==> run_1/detail.png <==
The bar under the picture is 20 um long. Region (0, 0) to (50, 50) um. Cells in grey, sequential cells in the stronger grey; small squares are vias.
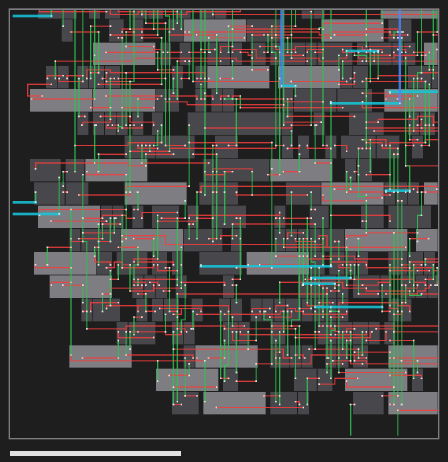
==> run_1/flops_by_reg.png <==
Other sequential cells in the stronger grey, the rest of the logic in the fainter grey.
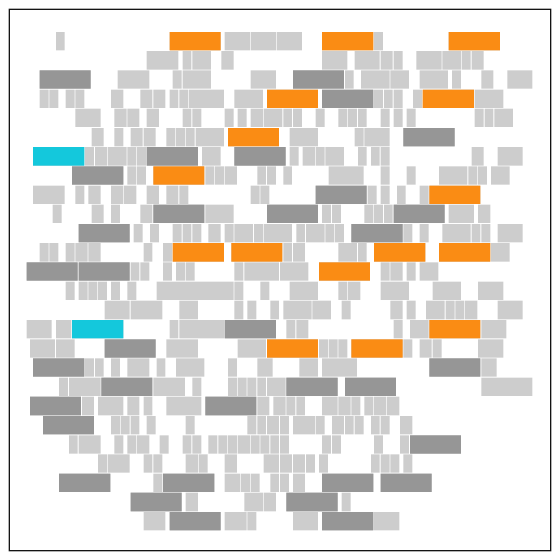
==> run_1/metal_density.png <==
The bar under the picture is 20 um long. 15 x 15 tiles, from black (low) to pale yellow (high), scaled to the fullest tile. Values are wire area over tile area, all layers added.
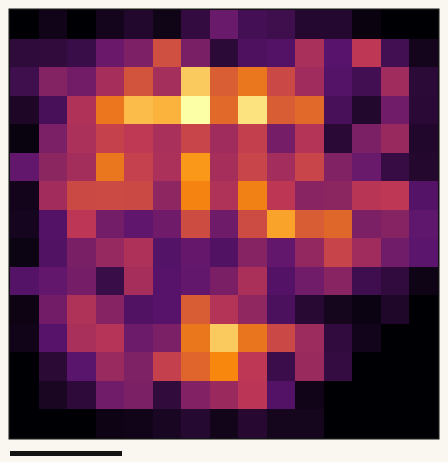
==> run_1/placement.png <==
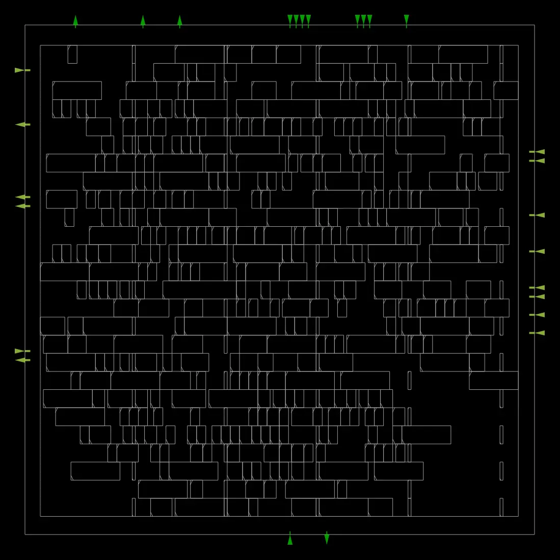
--- src/rtl/display_scan.sv ---
// Four-digit seven-segment scan driver: frame-aligned value update with load/updated handshake.
// Optional leading-zero blanking is enabled by defining LEADING_ZERO_BLANK_EN.
module display_scan #(
  parameter int CLK_HZ  = 50_000_000,
  parameter int SCAN_HZ = 1000
) (
  input  logic        clk,
  input  logic        reset_n,
  input  logic [15:0] value_in,
  input  logic        load,
  output logic [1:0]  digit,
  output logic [3:0]  num,
  output logic        blank,
  output logic        updated
);

  localparam int DIV = CLK_HZ / SCAN_HZ;
  localparam int CW  = (DIV > 1) ? $clog2(DIV) : 1;
  localparam logic [CW-1:0] CNT_LAST = CW'(DIV - 1);

  generate
    if (DIV < 2) begin : g_div_check
      $error("display_scan: CLK_HZ/SCAN_HZ must be at least 2");
    end
  endgenerate

  logic [CW-1:0] r_cnt;
  logic [1:0]    r_digit;
  logic [15:0]   r_shadow;
  logic [15:0]   r_pend_val;
  logic          r_pending;
  logic          r_updated;

  logic w_tick;
  logic w_frame;

  assign w_tick  = (r_cnt == CNT_LAST);
  assign w_frame = w_tick && (r_digit == 2'd3);

  always_ff @(posedge clk) begin
    if (!reset_n) begin
      r_cnt      <= '0;
      r_digit    <= 2'd0;
      r_shadow   <= 16'h0000;
      r_pend_val <= 16'h0000;
      r_pending  <= 1'b0;
      r_updated  <= 1'b0;
    end else begin
      r_cnt     <= w_tick ? '0 : r_cnt + 1'b1;
      r_updated <= 1'b0;
      if (w_tick) begin
        r_digit <= r_digit + 2'd1;
      end
      // A load landing on the boundary bypasses the pending register entirely.
      if (w_frame) begin
        if (load) begin
          r_shadow  <= value_in;
          r_pending <= 1'b0;
          r_updated <= 1'b1;
        end else if (r_pending) begin
          r_shadow  <= r_pend_val;
          r_pending <= 1'b0;
          r_updated <= 1'b1;
        end
      end else if (load) begin
        r_pend_val <= value_in;
        r_pending  <= 1'b1;
      end
    end
  end

  assign digit   = r_digit;
  assign num     = r_shadow[{r_digit, 2'b00} +: 4];
  assign updated = r_updated;

`ifdef LEADING_ZERO_BLANK_EN
  logic w_blank;
  always_comb begin
    w_blank = 1'b0;
    case (r_digit)
      2'd1:    w_blank = (r_shadow[15:4]  == 12'h000);
      2'd2:    w_blank = (r_shadow[15:8]  == 8'h00);
      2'd3:    w_blank = (r_shadow[15:12] == 4'h0);
      default: w_blank = 1'b0;
    endcase
  end
  assign blank = w_blank;
`else
  assign blank = 1'b0;
`endif

endmodule

--- config.mk ---
export PLATFORM = sky130hd
export DESIGN_NAME = display_scan
export DESIGN_NICKNAME = d
export VERILOG_FILES = /design/src/rtl/display_scan.sv
export SDC_FILE = /design/constraint.sdc
export NUM_CORES = 1
export LEC_CHECK = 0
export ABC_AREA = 1
export CORE_MARGIN = 2
export CORE_UTILIZATION = 50
export CTS_CLUSTER_SIZE = 12
export DETAILED_ROUTE_END_ITERATION = 16
export PLACE_DENSITY = 0.71
export RECOVER_POWER = 25
export SLEW_MARGIN = 10
export SYNTH_ARGS = -nofsm -noshare
export SYNTH_HDL_FRONTEND = slang
export SYNTH_SLANG_ARGS = --single-unit
--- constraint.sdc ---
create_clock -name clk -period 2.1 [get_ports clk]
set_clock_uncertainty 0.15 [all_clocks]
set_input_delay 0.21 -clock clk [delete_from_list [all_inputs] [get_ports clk]]
set_output_delay 0.21 -clock clk [all_outputs]
set_load 0.01 [all_outputs]
==> results.sh, run 1 <==
# source this file to load flow results
export IMPL_run_status="complete, no violations"
export IMPL_drc=0
export IMPL_inverters_excl_clock=34
export IMPL_final_net_count=405
export IMPL_grtUsageTotal_pct=18.8
export IMPL_place_gp_congestion=0.774
export IMPL_dieArea_sq_mm=0.00585
export IMPL_sh_seq_area_pct=34.5
export IMPL_regArea_sq_mm=0.00104
export IMPL_synth_cellmix_xorXnorShare_pct=2.00
export IMPL_synth_net_count=384
export IMPL_drive_above_1_share_pct=11.2
export IMPL_final_max_slew_violation_count=0
export IMPL_fmax_mhz=547
export IMPL_hp_class="flip-flop to flip-flop"
export IMPL_top_power_group="sequential cells"
export IMPL_comb_power_share_pct=8.7
export IMPL_die_x_um=76.5
export IMPL_clock_root_buffer="clkbuf_8"
export IMPL_finalCoreUtilization_pct=59.5
export IMPL_intPower_mw=1.46
export IMPL_drt_wirelength_per_cell_um=11.7
export IMPL_avgSynthCellArea_sq_um=7.24
export IMPL_syn_inst=363
export IMPL_worstSetupPathType="flip-flop to flip-flop"
export IMPL_top_logic_kind="simple AND/OR/NAND/NOR gates"
export IMPL_grt_pass1_wl_um=8820
export IMPL_postSynthSeqShare_pct=39.6
export IMPL_finalPower_mw=1.88
export IMPL_max_stage_delay_ns=0.40
export IMPL_grt_max_degree=49
export IMPL_floorplan_core_area_sq_mm=0.00507
export IMPL_antenna_found_initial=0
export IMPL_fin_crit_ns=1.83
export IMPL_cellPowerDensity_mw_per_mm2=621
export IMPL_cts_resized=1
export IMPL_edf_count=0
export IMPL_clockBufferDepth=2
export IMPL_switching_share_pct=22.4
export IMPL_fp_dieH_um=76.5
export IMPL_ys_sh_mux_pct=6.86
export IMPL_syn_area_sq_mm=0.00263
export IMPL_setup_ws_ns=0.271
export IMPL_crit_reg2reg_capture="r_shadow[11]"
export IMPL_p_seq_share_pct=54.7
export IMPL_dominant_cells="logic gates"
export IMPL_n_all_buffers=31
export IMPL_p_clk_uw=686
export IMPL_clock_sinks=52
export IMPL_worstHoldStart="r_cnt[0]"
export IMPL_fp_util_pct=51.8
export IMPL_arrival_ns=1.93
export IMPL_period_used_pct=87.1
export IMPL_clkPwrFrac_pct=36.6
export IMPL_most_common_cell="nand2_1"
export IMPL_crit_path_frequent_cell="nand2_1"
export IMPL_postCtsHoldBufs=0
export IMPL_cp_slowest_cell="nand4_2"
export IMPL_reg2regPathDepth=7
export IMPL_finalInstanceArea_sq_mm=0.00302
export IMPL_whs_ns=0.303
export IMPL_placement_io_buffers=25
export IMPL_drtIter0Drc=120
export IMPL_h_tree_depth=2
export IMPL_grt_pass1_vias=1879
export IMPL_ff_type="dfxtp_1"
export IMPL_ys_cells=363
export IMPL_path_cells="ha_1 -> nand3_2 -> nor2_4 -> nand4_2 -> nand2_1 -> nand2_1 -> nor2_1"
export IMPL_insertion_delay_ns=0.31
export IMPL_clk_share_pct=3.69
export IMPL_routed_wl_um=5330
export IMPL_viasPerCell=4.79
export IMPL_power_sequential_mw=1.03
export IMPL_final_nonclk_buf_share_pct=10.2
export IMPL_syn2layout_area_growth_pct=15.0
export IMPL_synth_cell_types=31
export IMPL_topCellsByArea="dfxtp_1 40%, nand2_1 11%, nor2_1 11%, mux2_2 6.9%, a21oi_1 6.7%"
export IMPL_ir_drop_uv=406
export IMPL_tns_ns=0
export IMPL_critPathMaxFanout=16
export IMPL_path_clk_slew_ns=0.09
export IMPL_critical_path_top_delay_family="simple AND/OR/NAND/NOR gates"
export IMPL_timing_rr_start="r_cnt[0]"
export IMPL_ys_area_sq_mm=0.00263
export IMPL_cts_tree="done"
export IMPL_dp_cells=447
export IMPL_rsz0062_at_grt="no"
export IMPL_setup_viol=0
export IMPL_synth_async_reset_ratio_pct=0
export IMPL_drt_first_pass_iters=4
export IMPL_endpoint_kind="flip-flop"
export IMPL_top_area_share_pct=39.6
Back to the opening pictures, detail.png:
| colour | layer |
|---|---|
| green | metal 2 |
| cyan | metal 3 |
| red | metal 1 |
| blue | metal 4 |
sequential cells in the window: 25
most frequent: nand2_1 (40), nor2_1 (38), dfxtp_1 (25)
cells with their middle in the window: 189
netlist names of flops here include: r_cnt (13), r_shadow (6), r_pend_val (4)

Back to the opening pictures, flops_by_reg.png:
| colour | signal | placed flops |
|---|---|---|
| orange | r_pend_val | 16 |
| cyan | digit | 2 |

Back to the opening pictures, metal_density.png:
nearly empty tiles: 10%
mean over tiles: 0.14
emptiest ninth of the die: south-east
densest ninth of the die: north
fullest tile: 0.47

Back to the opening pictures, placement.png:
num rows: 26
filler cell count: 478
Flops: 52
Tap Count: 70

## run 1: cells in the final DEF, fill, tap and decap left out, types with 2 or more instances in the layout
master	count
buf_4	5
inv_1	31
dlymetal6s2s_1	3
nand2_1	78
inv_2	2
clkbuf_8	5
clkdlybuf4s50_1	19
dfxtp_1	52
ha_1	2
nand2_2	3
nand3_1	10
dlygate4sd3_1	2
a21oi_1	35
nor2_4	2
nor2_1	74
o21ai_0	6
xor2_1	5
mux2_2	16
nand3b_1	16
nor3_1	2
nand4_2	2
## run 1: layer usage
metal,routed length (um),track usage (%)
met1,2840,27.4
met2,2190,27.0
met3,249,4.38
met4,53,6.55
met5,0,0
## run 1: state kept, by name (all words and copies together) (netlist names)
signal      flops
r_pending       1
r_cnt          16
updated         1
digit           2
r_pend_val     16
r_shadow       16
## Run 2: what changed since run 1
- SKIP_LAST_GASP: default -> 1
==> run 2 against run 1 <==
Compared with the run above: final cell count unchanged; core utilization is essentially flat; die area did not move; via count barely moved; synthesized cell count stayed put; first-iteration DRC count up 15%; combinational power about the same; critical path depth decreased by 2; largest power group unchanged.
==> results.sh, run 2 <==
# source this file to load flow results
export IMPL_comb_power_share_pct=8.7
export IMPL_fp_util_pct=51.8
export IMPL_switching_share_pct=22.3
export IMPL_viasPerCell=4.80
export IMPL_clkPwrFrac_pct=36.6
export IMPL_drive_above_1_share_pct=10.9
export IMPL_drt_wirelength_per_cell_um=11.7
export IMPL_n_all_buffers=31
export IMPL_run_status="complete, no violations"
export IMPL_worstHoldStart="r_cnt[0]"
export IMPL_clockBufferDepth=2
export IMPL_endpoint_kind="output pin"
export IMPL_drt_first_pass_iters=4
export IMPL_avgSynthCellArea_sq_um=7.24
export IMPL_drtIter0Drc=138
export IMPL_most_common_cell="nand2_1"
export IMPL_arrival_ns=1.65
export IMPL_flops=52
export IMPL_whs_ns=0.303
export IMPL_cellPowerDensity_mw_per_mm2=620
export IMPL_cts_resized=1
export IMPL_drc=0
export IMPL_syn_area_sq_mm=0.00263
export IMPL_rsz0062_at_grt="yes"
export IMPL_floorplan_core_area_sq_mm=0.00507
export IMPL_path_cells="inv_1 -> o21ai_1 -> a21oi_1 -> a21oi_1 -> clkdlybuf4s50_1"
export IMPL_finalCoreUtilization_pct=59.6
export IMPL_hp_class="flip-flop to flip-flop"
export IMPL_top_area_share_pct=39.6
export IMPL_cp_slowest_cell="clkdlybuf4s50_1"
export IMPL_crit_path_frequent_cell="a21oi_1"
export IMPL_dieArea_sq_mm=0.00585
export IMPL_fp_dieH_um=76.5
export IMPL_placement_io_buffers=25
export IMPL_place_gp_congestion=0.774
export IMPL_synth_net_count=384
export IMPL_final_max_slew_violation_count=0
export IMPL_dominant_cells="logic gates"
export IMPL_die_x_um=76.5
export IMPL_ff_type="dfxtp_1"
export IMPL_dp_cells=447
export IMPL_synth_cellmix_xorXnorShare_pct=2.00
export IMPL_layout_top_cell="nand2_1"
export IMPL_grt_max_degree=49
export IMPL_top_logic_kind="simple AND/OR/NAND/NOR gates"
export IMPL_clock_root_buffer="clkbuf_8"
export IMPL_syn_inst=363
export IMPL_power_sequential_mw=1.03
export IMPL_final_nonclk_buf_share_pct=10.4
export IMPL_clk_share_pct=3.68
export IMPL_final_net_count=405
export IMPL_final_cell_mix="78 x nand2_1, 74 x nor2_1, 52 x dfxtp_1"
export IMPL_path_clk_slew_ns=0.09
export IMPL_grtUsageTotal_pct=18.8
export IMPL_h_tree_depth=2
export IMPL_fin_crit_ns=2.01
export IMPL_taps=70
export IMPL_ir_drop_uv=407
export IMPL_p_seq_share_pct=54.7
export IMPL_setup_ws_ns=0.0883
## run 2: layer usage
| metal | global-route usage (%) | share of wire (%) | vias up |
|---|---|---|---|
| li1 | - | - | 1182 |
| met1 | 27.4 | 53 | 957 |
| met2 | 27.0 | 41 | 38 |
| met3 | 4.38 | 4.6 | 5 |
| met4 | 6.55 | 0.96 | 0 |
| met5 | 0 | 0 | - |
## run 2: worst register-to-register path, delay by kind of cell (launching register included)
kind,cells,cell delay [ns]
adder cells (fa/ha/maj),1,0.20
flip-flops,1,0.36
AND/OR/NAND/NOR,6,1.12
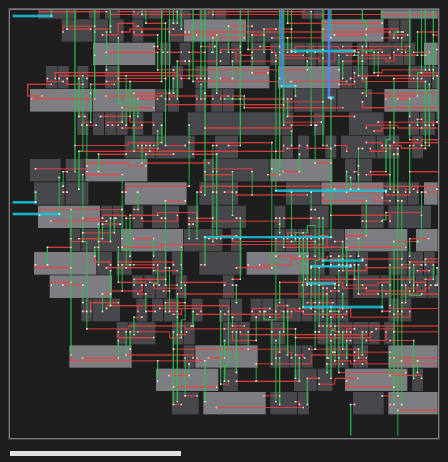
(run_2/detail.png)
The bar under the picture is 20 um long. Region (0, 0) to (50, 50) um. Cells in grey, sequential cells in the stronger grey; small squares are vias.
| colour | layer |
|---|---|
| blue | metal 4 |
| cyan | metal 3 |
| red | metal 1 |
| green | metal 2 |
netlist names of flops here include: r_cnt (13), r_shadow (6), r_pend_val (4)
most frequent: nand2_1 (40), nor2_1 (38), dfxtp_1 (25)
cells with their middle in the window: 189
sequential cells in the window: 25

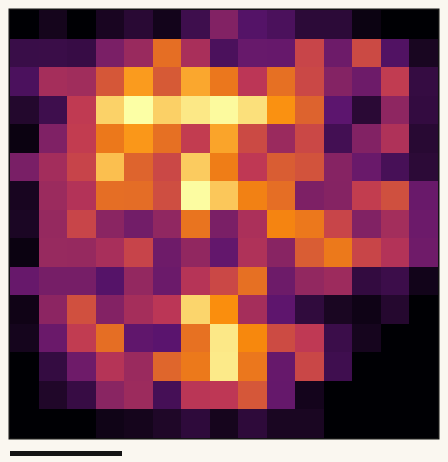
(run_2/metal_density.png)
The bar under the picture is 20 um long. 15 x 15 tiles, from black (low) to pale yellow (high), scaled to the fullest tile. Values are wire area over tile area, all layers added.
nearly empty tiles: 10%
emptiest ninth of the die: south-east
tiles over half the peak: 33%
mean over tiles: 0.14

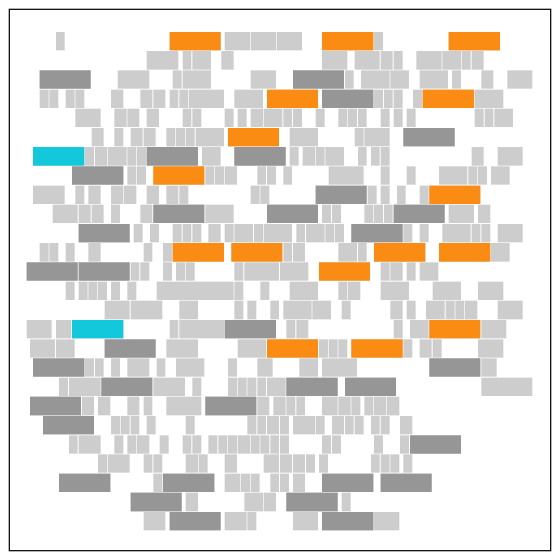
(run_2/flops_by_reg.png)
Other sequential cells in the stronger grey, the rest of the logic in the fainter grey.
| colour | signal | placed flops |
|---|---|---|
| orange | r_pend_val | 16 |
| cyan | digit | 2 |

==> run_2/placement_by_type.png <==
Fill, decap, tap and diode cells in grey.
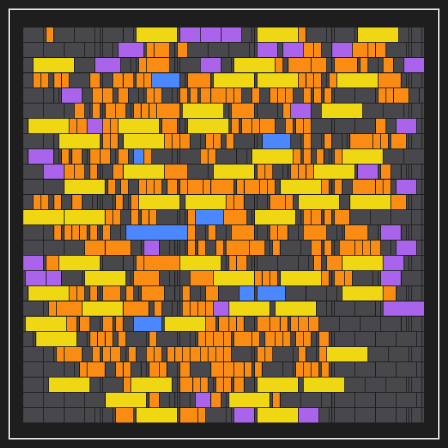

## Run 3: what changed since run 2
- CORE_UTILIZATION: 50 -> 56
- PLACE_DENSITY: 0.71 -> 0.78
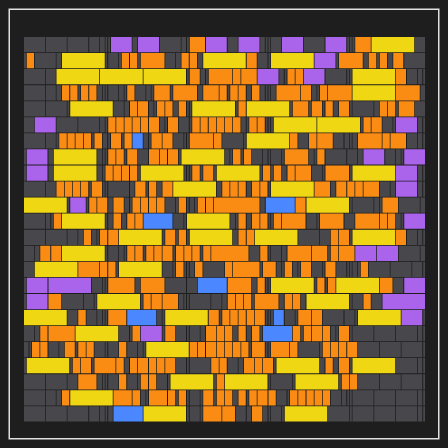
(run_3/placement_by_type.png)
Fill, decap, tap and diode cells in grey.
| colour | class | cells | share of their area |
|---|---|---|---|
| yellow | sequential cells | 52 | 36% |
| purple | remaining buffers and delay cells | 28 | 10% |
| blue | clock drivers and dummy loads | 8 | 3.2% |
| orange | combinational and other logic | 294 | 51% |

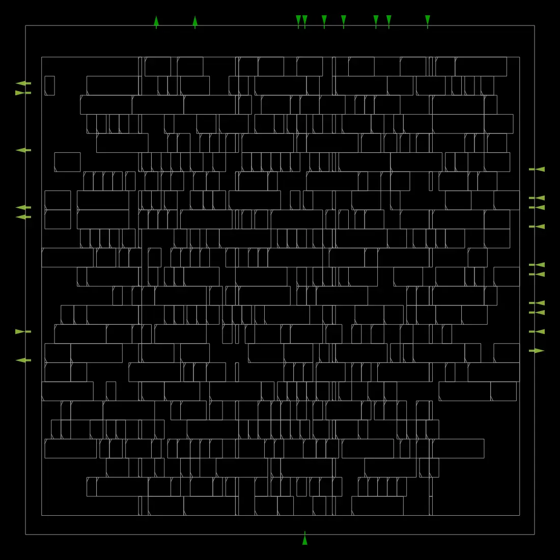
(run_3/placement.png)
Core ar.: 0.00444 sq mm
Finished Core Util: 67.0%
Final Non-Filler Cells: 434
num rows: 24
Tap Count: 52

==> run 3 against run 2 <==
Compared with the run above: combinational power up 3%; core utilization grew 7.4 points; via count is 3.6% higher; synthesized cell count unchanged; design area is 1.5% lower; critical path depth up 3; critical endpoint is now r_cnt[8]; first-iteration DRC count is 31% higher; highest routed layer unchanged; sequential power about the same; non-clock buffer count shrank 3; global-route usage is 3.7 points higher.
==> results.sh, run 3 <==
# source this file to load flow results
export IMPL_edf_count=0
export IMPL_highest_layer="met4"
export IMPL_ant_nets=0
export IMPL_finalInstanceArea_sq_mm=0.00298
export IMPL_clkbuf_count=6
export IMPL_clock_root_buffer="clkbuf_8"
export IMPL_max_stage_delay_ns=0.36
export IMPL_grtUsageTotal_pct=22.4
export IMPL_drive_above_1_share_pct=10.7
export IMPL_timing_rr_start="r_cnt[0]"
export IMPL_placement_io_buffers=25
export IMPL_finalPower_mw=1.78
export IMPL_use_met2_pct=35.6
export IMPL_wl_met2_um=2360
export IMPL_flops=52
export IMPL_clock_sinks=52
export IMPL_routed_wl_um=5410
export IMPL_dpl_instance_area_sq_mm=0.00289
export IMPL_cts_tree="done"
export IMPL_logic_area_sq_mm=0.00135
export IMPL_regArea_sq_mm=0.00104
export IMPL_path_clk_slew_ns=0.09
export IMPL_syn_area_sq_mm=0.00263
export IMPL_intPower_mw=1.37
export IMPL_final_net_count=402
export IMPL_path_cells="ha_1 -> nand3_2 -> nor2_4 -> nand2_1 -> nand2_2 -> inv_1 -> nand2_1 -> nor2_1"
export IMPL_overflow=0
export IMPL_whs_ns=0.306
export IMPL_die_x_um=72.5
export IMPL_num_io_pins=27
export IMPL_top_area_cell="dfxtp_1"
export IMPL_postSynthSeqShare_pct=39.6
export IMPL_clk_share_pct=3.11
export IMPL_insertion_delay_ns=0.30
export IMPL_synth_async_reset_ratio_pct=0
export IMPL_hold_viol_final=0
export IMPL_layout_top_cell="nand2_1"
export IMPL_syn_inst=363
export IMPL_vias=2260
export IMPL_grt_max_degree=49
export IMPL_critical_path_top_delay_family="simple AND/OR/NAND/NOR gates"
export IMPL_worstSetupPathType="flip-flop to flip-flop"
export IMPL_timing_critical_path_buf_inv=1
export IMPL_numSynthFlops=52
export IMPL_comb_cell_share_pct=45.5
export IMPL_viasPerCell=5.21
export IMPL_synthAdderAreaFrac_pct=0.952
export IMPL_multiInputCombCellCount=260
export IMPL_top_usage_layer="met2"
export IMPL_cp_slowest_cell="dfxtp_1"
export IMPL_fmax_mhz=537
export IMPL_insertedDiodeCount=0
export IMPL_syn2layout_area_growth_pct=13.3
export IMPL_critPathMaxFanout=14
export IMPL_met1_usage_pct=30.8
export IMPL_drc=0
export IMPL_fp_dieH_um=72.5
export IMPL_cellPowerDensity_mw_per_mm2=597
export IMPL_crit_path_frequent_cell="nand2_1"
export IMPL_tns_ns=0
export IMPL_common_cells="78 x nand2_1, 74 x nor2_1, 52 x dfxtp_1"
export IMPL_switching_share_pct=23.1
export IMPL_warnings=26
export IMPL_antenna_found_initial=0
export IMPL_top_logic_kind="simple AND/OR/NAND/NOR gates"
export IMPL_postCtsSetupBuffers=0
export IMPL_most_common_cell="nand2_1"
export IMPL_period_used_pct=88.6
export IMPL_sh_seq_area_pct=35.0
export IMPL_ff_type="dfxtp_1"
export IMPL_drt_met1_wl_um=2780
export IMPL_fp_util_pct=59.1
export IMPL_cts_resized=1
export IMPL_arrival_ns=1.91
export IMPL_h_tree_depth=2
export IMPL_final_nonclk_buf_share_pct=10.0
export IMPL_top_area_share_pct=39.6
export IMPL_fin_crit_ns=1.86
export IMPL_cap_violations=0
export IMPL_worst_setup_path_start_kind="flip-flop"
export IMPL_drt_wirelength_per_cell_um=12.5
export IMPL_p_leak_nw=1.36
export IMPL_dominant_cells="logic gates"
export IMPL_final_cell_mix="78 x nand2_1, 74 x nor2_1, 52 x dfxtp_1"
export IMPL_yosys_warnings=0
export IMPL_place_gp_congestion=0.778
export IMPL_dpl_hpwl_um=3740
export IMPL_grt_pass1_vias=2109
export IMPL_worstPathRequired_ns=2.15
export IMPL_dp_cells=426
export IMPL_aoi_share_pct=8.38
export IMPL_synth_net_count=384
export IMPL_hp_class="flip-flop to flip-flop"
export IMPL_startpoint="r_cnt[0]"
export IMPL_final_max_slew_violation_count=0
export IMPL_ys_cells=363
export IMPL_drtIter0Drc=181
export IMPL_avgSynthCellArea_sq_um=7.24
export IMPL_ys_area_sq_mm=0.00263
export IMPL_ir_drop_uv=427
export IMPL_dp_worst_setup_slack_ns=0.210
export IMPL_setup_viol=0
export IMPL_p_sw_uw=410
export IMPL_clkPwrFrac_pct=32.8
export IMPL_n_all_buffers=28
export IMPL_ys_sh_mux_pct=6.86
export IMPL_clockBufferDepth=2
export IMPL_dieArea_sq_mm=0.00526
export IMPL_met3_usage_pct=4.72
export IMPL_postCtsHoldBufs=0
export IMPL_grt_pass1_wl_um=9300
export IMPL_run_status="complete, no violations"
export IMPL_endpoint_kind="flip-flop"
export IMPL_rsz0062_at_grt="no"
export IMPL_p_seq_share_pct=57.7
export IMPL_synth_cellmix_xorXnorShare_pct=2.00
export IMPL_topCellsByArea="dfxtp_1 40%, nand2_1 11%, nor2_1 11%, mux2_2 6.9%, a21oi_1 6.7%"
export IMPL_synth_cell_types=31
export IMPL_drt_first_pass_iters=6
export IMPL_inverters_excl_clock=34
export IMPL_simple_gate_area_share_pct=33.2
export IMPL_reg_top3="r_cnt: 16 flops, r_pend_val: 16 flops, r_shadow: 16 flops"
export IMPL_cts_made_buffers=5
export IMPL_worstHoldStart="r_cnt[0]"
export IMPL_met3_length_um=209
export IMPL_setup_ws_ns=0.239
export IMPL_comb_power_share_pct=9.5
export IMPL_fill_cells=404
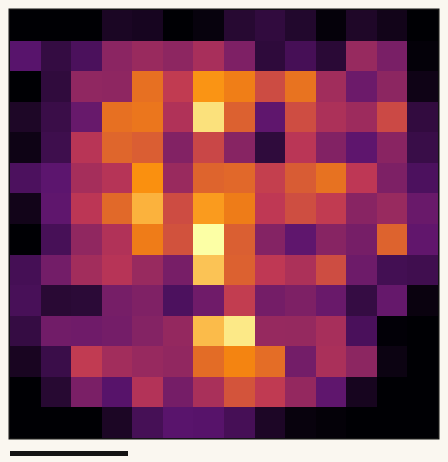
(run_3/metal_density.png)
The bar under the picture is 20 um long. 14 x 14 tiles, from black (low) to pale yellow (high), scaled to the fullest tile. Values are wire area over tile area, all layers added.
fullest tile: 0.48
emptiest ninth of the die: south-east
mean over tiles: 0.16
nearly empty tiles: 11%

## run 3: cell counts after synthesis
No cell type changed its count.
## run 3: power by group through the flow
| stage | Combinational (mW) | Clock, mW | Sequential [mW] |
|---|---|---|---|
| 2_1_floorplan | 0.109 | 0 | 1.05 |
| 3_3_place_gp | 0.166 | 0 | 1.05 |
| 3_5_place_dp | 0.167 | 0 | 1.05 |
| 4_1_cts | 0.169 | 0.604 | 1.03 |
| 5_1_grt | 0.187 | 0.631 | 1.03 |
| 6_report | 0.169 | 0.582 | 1.03 |
## run 3: path summary, 6_finish.rpt
path	slack, ns	cells after the start	endpoint
worst max-delay path	0.24	8	r_cnt[8]
worst min-delay path	0.31	1	r_cnt[0]
worst max register to register	0.24	8	r_cnt[8]
worst min register to register	0.31	1	r_cnt[0]
No activity file was given, so power comes from the tool's default toggle rates.
